$ cat src/rtl/aes_pkg.sv
// Shared AES datapath helpers: byte width, ShiftRows row offsets and the
// ShiftRows/InvShiftRows byte permutation for Rijndael block widths up to 8 columns.
package aes_pkg;

  localparam int BYTE_W = 8;
  localparam int MAX_NB = 8;
  localparam int MAX_W  = 32 * MAX_NB;

  // Row offsets differ only for the 256-bit block, where rows 2 and 3 skip ahead by one.
  function automatic int shift_offset(input int r, input int nb);
    if (nb == 8 && r >= 2) return r + 1;
    return r;
  endfunction

  // State sits right-aligned in the container: byte k of an nb-column state is
  // bits [32*nb-1-8k -: 8]; container bits above 32*nb come back as zero.
  function automatic logic [MAX_W-1:0] shift_rows_perm(input logic [MAX_W-1:0] data,
                                                       input logic             decrypt,
                                                       input int               nb);
    logic [MAX_W-1:0] res;
    int               src;
    int               top;
    res = '0;
    top = 32 * nb - 1;
    for (int c = 0; c < MAX_NB; c++) begin
      for (int r = 0; r < 4; r++) begin
        if (c < nb) begin
          if (decrypt) src = (c + nb - shift_offset(r, nb)) % nb;
          else         src = (c + shift_offset(r, nb)) % nb;
          res[top - BYTE_W * (4 * c + r) -: BYTE_W] = data[top - BYTE_W * (4 * src + r) -: BYTE_W];
        end
      end
    end
    return res;
  endfunction

endpackage

$ cat src/rtl/pipe_stage.sv
// One valid/ready register slice of the ShiftRows pipeline. The load enable is
// the stage's ready term, computed by the enclosing pipeline.
module pipe_stage
  import aes_pkg::*;
#(
  parameter int WIDTH = 128
) (
  input  logic             clk,
  input  logic             rst,
  input  logic             load,
  input  logic             up_valid,
  input  logic             up_mode,
  input  logic [WIDTH-1:0] up_data,
  output logic             valid,
  output logic             mode,
  output logic [WIDTH-1:0] data
);

  // Payload only moves when a real block arrives, so bubbles leave it untouched.
  always_ff @(posedge clk or negedge rst) begin
    if (!rst) begin
      valid <= 1'b0;
      mode  <= 1'b0;
      data  <= '0;
    end else if (load) begin
      valid <= up_valid;
      if (up_valid) begin
        mode <= up_mode;
        data <= up_data;
      end
    end
  end

endmodule

$ cat src/rtl/shift_rows_pipe.sv
// ShiftRows/InvShiftRows stage for the AES round datapath: the permutation is
// applied ahead of a STAGES-deep valid/ready pipeline that carries the mode bit.
module shift_rows_pipe
  import aes_pkg::*;
#(
  parameter  int NB         = 4,
  parameter  int STAGES     = 1,
  localparam int DATA_WIDTH = 32 * NB
) (
  input  logic                  clk,
  input  logic                  rst,
  input  logic                  in_valid,
  output logic                  in_ready,
  input  logic                  in_decrypt,
  input  logic [DATA_WIDTH-1:0] in_data,
  output logic                  out_valid,
  input  logic                  out_ready,
  output logic                  out_decrypt,
  output logic [DATA_WIDTH-1:0] out_data
);

  if (!(NB == 4 || NB == 6 || NB == 8)) begin : g_bad_nb
    $error("shift_rows_pipe: NB must be 4, 6 or 8");
  end
  if (STAGES < 1 || STAGES > 4) begin : g_bad_stages
    $error("shift_rows_pipe: STAGES must be in 1..4");
  end

  logic [MAX_W-1:0]      in_ext;
  logic [MAX_W-1:0]      perm_ext;
  logic [DATA_WIDTH-1:0] perm_data;

  assign in_ext    = MAX_W'(in_data);
  assign perm_ext  = shift_rows_perm(in_ext, in_decrypt, NB);
  assign perm_data = perm_ext[DATA_WIDTH-1:0];

  if (DATA_WIDTH < MAX_W) begin : g_pad
    logic unused_perm_pad;
    assign unused_perm_pad = ^perm_ext[MAX_W-1:DATA_WIDTH];
  end

  logic [STAGES-1:0]     v;
  logic [STAGES-1:0]     mode;
  logic [DATA_WIDTH-1:0] data [STAGES];
  logic [STAGES-1:0]     ready;

  // Ready ripples back from out_ready; a stage is free if empty or its successor moves.
  always_comb begin
    logic acc;
    acc   = out_ready;
    ready = '0;
    for (int i = STAGES - 1; i >= 0; i--) begin
      acc      = !v[i] | acc;
      ready[i] = acc;
    end
  end

  for (genvar i = 0; i < STAGES; i++) begin : g_stage
    logic                  up_valid;
    logic                  up_mode;
    logic [DATA_WIDTH-1:0] up_data;

    if (i == 0) begin : g_head
      assign up_valid = in_valid;
      assign up_mode  = in_decrypt;
      assign up_data  = perm_data;
    end else begin : g_body
      assign up_valid = v[i-1];
      assign up_mode  = mode[i-1];
      assign up_data  = data[i-1];
    end

    pipe_stage #(
      .WIDTH (DATA_WIDTH)
    ) u_stage (
      .clk      (clk),
      .rst      (rst),
      .load     (ready[i]),
      .up_valid (up_valid),
      .up_mode  (up_mode),
      .up_data  (up_data),
      .valid    (v[i]),
      .mode     (mode[i]),
      .data     (data[i])
    );
  end

  assign in_ready    = ready[0];
  assign out_valid   = v[STAGES-1];
  assign out_decrypt = mode[STAGES-1];
  assign out_data    = data[STAGES-1];

endmodule
$ cat config.mk
export PLATFORM = sky130hd
export DESIGN_NAME = shift_rows_pipe
export DESIGN_NICKNAME = d
export VERILOG_FILES = /design/src/rtl/aes_pkg.sv /design/src/rtl/pipe_stage.sv /design/src/rtl/shift_rows_pipe.sv
export SDC_FILE = /design/constraint.sdc
export NUM_CORES = 1
export LEC_CHECK = 0
export ABC_AREA = 1
export CAP_MARGIN = 20
export CORE_MARGIN = 10
export CORE_UTILIZATION = 42
export CTS_CLUSTER_SIZE = 24
export DETAILED_ROUTE_END_ITERATION = 8
export HOLD_SLACK_MARGIN = 0.1
export PLACE_DENSITY_LB_ADDON = 0.1
export RECOVER_POWER = 100
export SLEW_MARGIN = 20
export SYNTH_ARGS = -nofsm -noshare
export SYNTH_HDL_FRONTEND = slang
export SYNTH_SLANG_ARGS = --single-unit
$ cat constraint.sdc
create_clock -name clk -period 1.4 [get_ports clk]
set_clock_uncertainty 0.1 [all_clocks]
set_input_delay 0.21 -clock clk [delete_from_list [all_inputs] [get_ports clk]]
set_output_delay 0.21 -clock clk [all_outputs]
set_load 0.01 [all_outputs]
**Signal wires on met1**

Supply wires on this layer in grey.
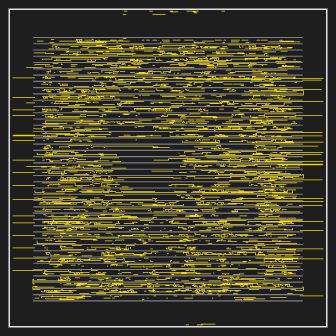
wire length on this layer = 8530 µm
longest straight run = 40.9 µm
main direction = horizontal
nets with wire on the layer = 1038
M1 GR Usage: 25.5%
Routed WL: 21.0 mm
routed vias: 5869

**Clock nets**

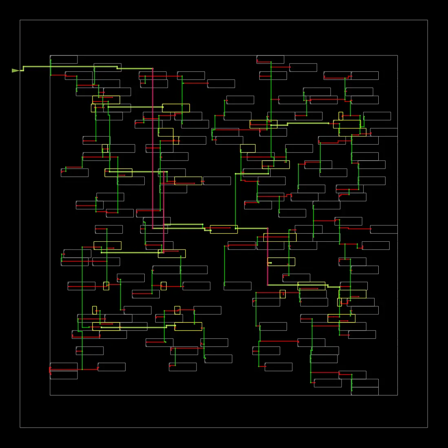
# clk buffers: 23
worst skew pair latency: 410 ps
P_clk: 4.00 mW
CTS Buf Count: 17

**M4 wires**

Supply wires on this layer in grey.
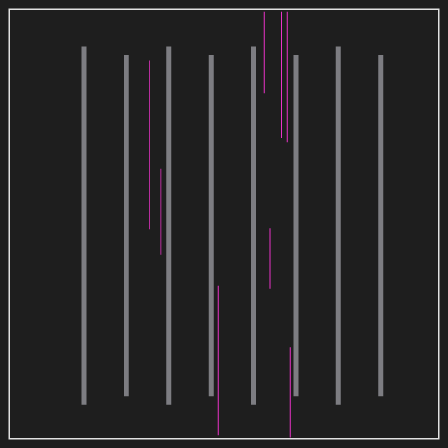
main direction = vertical
share of all routed wire = 1.4%
wire length on this layer = 284 µm
longest straight run = 53.7 µm

-- final timing paths --
| check | to | startpoint | cells past startpoint |
|---|---|---|---|
| min in group asynchronous | g_stage[0].u_stage.data[110] | rst | 3 |
| min reg2reg | g_stage[0].u_stage.data[95] | g_stage[0].u_stage.data[95] | 2 |
| min | g_stage[0].u_stage.data[125] | in_valid | 4 |
| max reg2reg | g_stage[0].u_stage.data[7] | g_stage[0].u_stage.valid | 7 |
| max in group asynchronous | g_stage[0].u_stage.data[2] | rst | 3 |
| max | in_ready | g_stage[0].u_stage.valid | 2 |
-- registers in the layout, indices dropped and copies added (netlist names) --
register / cells
g_stage.u_stage.mode: 1
g_stage.u_stage.valid: 1
g_stage.u_stage.data: 128
==> results.sh <==
# flow metrics
export IMPL_period_needed_ps=1410
export IMPL_clock_sinks=130
export IMPL_finalHoldViolCount=0
export IMPL_end_kind="primary output"
export IMPL_pg_comb_mw=2.73
export IMPL_reg2reg_slack_ps=-10
export IMPL_violations="negative setup slack"
export IMPL_nonClkBufAreaFrac_pct=32.2
export IMPL_power_frac_comb_pct=24.2
export IMPL_firstDrtPassIters=4
export IMPL_switchingPower_mw=3.20
export IMPL_simple_gate_share_pct=39.4
export IMPL_synthTopCellsByCount="nand2_1, dfrtp_1, nand3_1"
export IMPL_fin_crit_sh_pct=101
export IMPL_pwr_share_seq_pct=40.4
export IMPL_logic_family="simple AND/OR/NAND/NOR gates"
export IMPL_crit_path_max_incr_delay_ps=420
export IMPL_top_cell_area_share_pct=56.5
export IMPL_antenna_left=0
export IMPL_setup_slack_ps=-11.2
export IMPL_comb_area_mm2=0.00237
export IMPL_drv_cap=0
export IMPL_hp_class="primary input to register"
export IMPL_grt_pass1_wl_mm=30.5
export IMPL_hpwl_mm=14.2
export IMPL_wl_met1_mm=8.53
export IMPL_design_area_mm2=0.00941
export IMPL_internal_power_mw=8.10
export IMPL_netlist_area_mm2=0.00575
export IMPL_finalPower_mw=11.3
export IMPL_wl_per_cell_um=17.1
export IMPL_flop_count=130
export IMPL_n_all_inverters=3
export IMPL_area_leaders="dfrtp_1, nand2_1, nand3_1, buf_2, clkbuf_1"
export IMPL_dr_wl_met3_mm=1.91
export IMPL_fillers=1113
export IMPL_warning_count=28
export IMPL_lay_top_cells="nand2_1, dfrtp_1, clkdlybuf4s50_1, clkdlybuf4s15_1, nand3_1"
export IMPL_crit_family="flip-flops"
export IMPL_grt_ovfl_total=0
export IMPL_fa_ha_area_share_pct=0
export IMPL_status="finished, violations left"
export IMPL_max_freq_ghz=0.709
export IMPL_ir_worst_vdd_mv=0.733
export IMPL_diodes=1
export IMPL_path_cells="nand2_2 > buf_6"
export IMPL_place_area_mm2=0.00869
export IMPL_clkTransAtPathRegs_ps=50
export IMPL_wl_met2_mm=10.2
export IMPL_grtUsageTotal_pct=21.0
export IMPL_grt_busiest_layer="met2"
export IMPL_worst_setup_path_type="register to primary output"
export IMPL_clk_share_pct=5.61
export IMPL_use_met3_pct=8.14
export IMPL_crit_slowest_cell="dfrtp_1"
export IMPL_power_density_mw_per_mm2=1200
export IMPL_ys_flop_type="dfrtp_1"
export IMPL_setup_violations=6
export IMPL_die_h_um=137
export IMPL_cts_buffer_depth=2
export IMPL_area_dominant_class="sequential cells"
export IMPL_avgSynthCellArea_um2=7.54
export IMPL_worstPathRequired_ps=1090
export IMPL_clkPwrFrac_pct=35.4
export IMPL_ys_cells=763
export IMPL_ys_area_mm2=0.00575
export IMPL_drc=0
export IMPL_grt_setup_unrepaired="yes"
export IMPL_final_common_cell="nand2_1"
export IMPL_syn_inst=763
export IMPL_sh_seq_area_pct=34.6
export IMPL_crit_path_start_kind="register"
export IMPL_vias_per_cell=4.79
export IMPL_first_global_vias=5417
export IMPL_worstPathMaxFanout=3
export IMPL_cp_num_buf_inv=1
export IMPL_synth_flops=130
export IMPL_largestPowerGroup="registers"
export IMPL_switching_share_pct=28.3
export IMPL_hold_buffers=3
export IMPL_area_growth_pct=63.6
export IMPL_met2_usage_pct=33.4
export IMPL_cts_setup_buffers=3
export IMPL_fp_row_count=42
export IMPL_comb_share_pct=25.2
export IMPL_mux_area_share_pct=0
export IMPL_timing_setup_tns_ps=-40.6
export IMPL_cts_tree="yes"
export IMPL_maxSlewHeadroom_pct=48.0
export IMPL_comb_cells=583
export IMPL_maxSlewViolCount=0
export IMPL_nWellTaps=176
export IMPL_numPortBuffers=263
export IMPL_die_area_mm2=0.0188
export IMPL_final_nets=1170
export IMPL_synth_yosys_seq_area_share_pct=56.5
export IMPL_pre_cts_slack_ps=-287
export IMPL_ys_sh_xor_pct=0
export IMPL_aoi_share_pct=0.152
export IMPL_core_mm2=0.0133
export IMPL_place_inst=1177
export IMPL_ios=264
export IMPL_leakagePower_nw=4.90
export IMPL_first_iter_violations=376
export IMPL_synth_net_count=896
export IMPL_ys_types=10
export IMPL_initCoreUtil_pct=43.1
export IMPL_grt_antenna_before_repair=0
export IMPL_top_cell="nand2_1"
export IMPL_top_area_cell="dfrtp_1"
export IMPL_ys_async_sr_fraction_pct=100
export IMPL_grt_max_degree=55
export IMPL_htreeDepth=4
export IMPL_gp_congestion=0.781
export IMPL_clockRootBuffer="clkbuf_16"
export IMPL_cp_arrival_ps=1100
export IMPL_ctsResizeCount=249
export IMPL_hold_slack_ps=155
export IMPL_stdcell_count=1225
export IMPL_finalCoreUtilization_pct=70.5
export IMPL_topRoutingLayerUsed="met4"
export IMPL_drive_gt1_share_pct=9.16
export IMPL_edf_count=0
export IMPL_flop_area_mm2=0.00325
export IMPL_n_all_buffers=302
export IMPL_yosys_warnings=0
export IMPL_seq_power_mw=4.57
export IMPL_tightest_slew_ps=780
export IMPL_die_x_um=137
Power figures rest on the tool's default switching activity, not on a simulated workload.
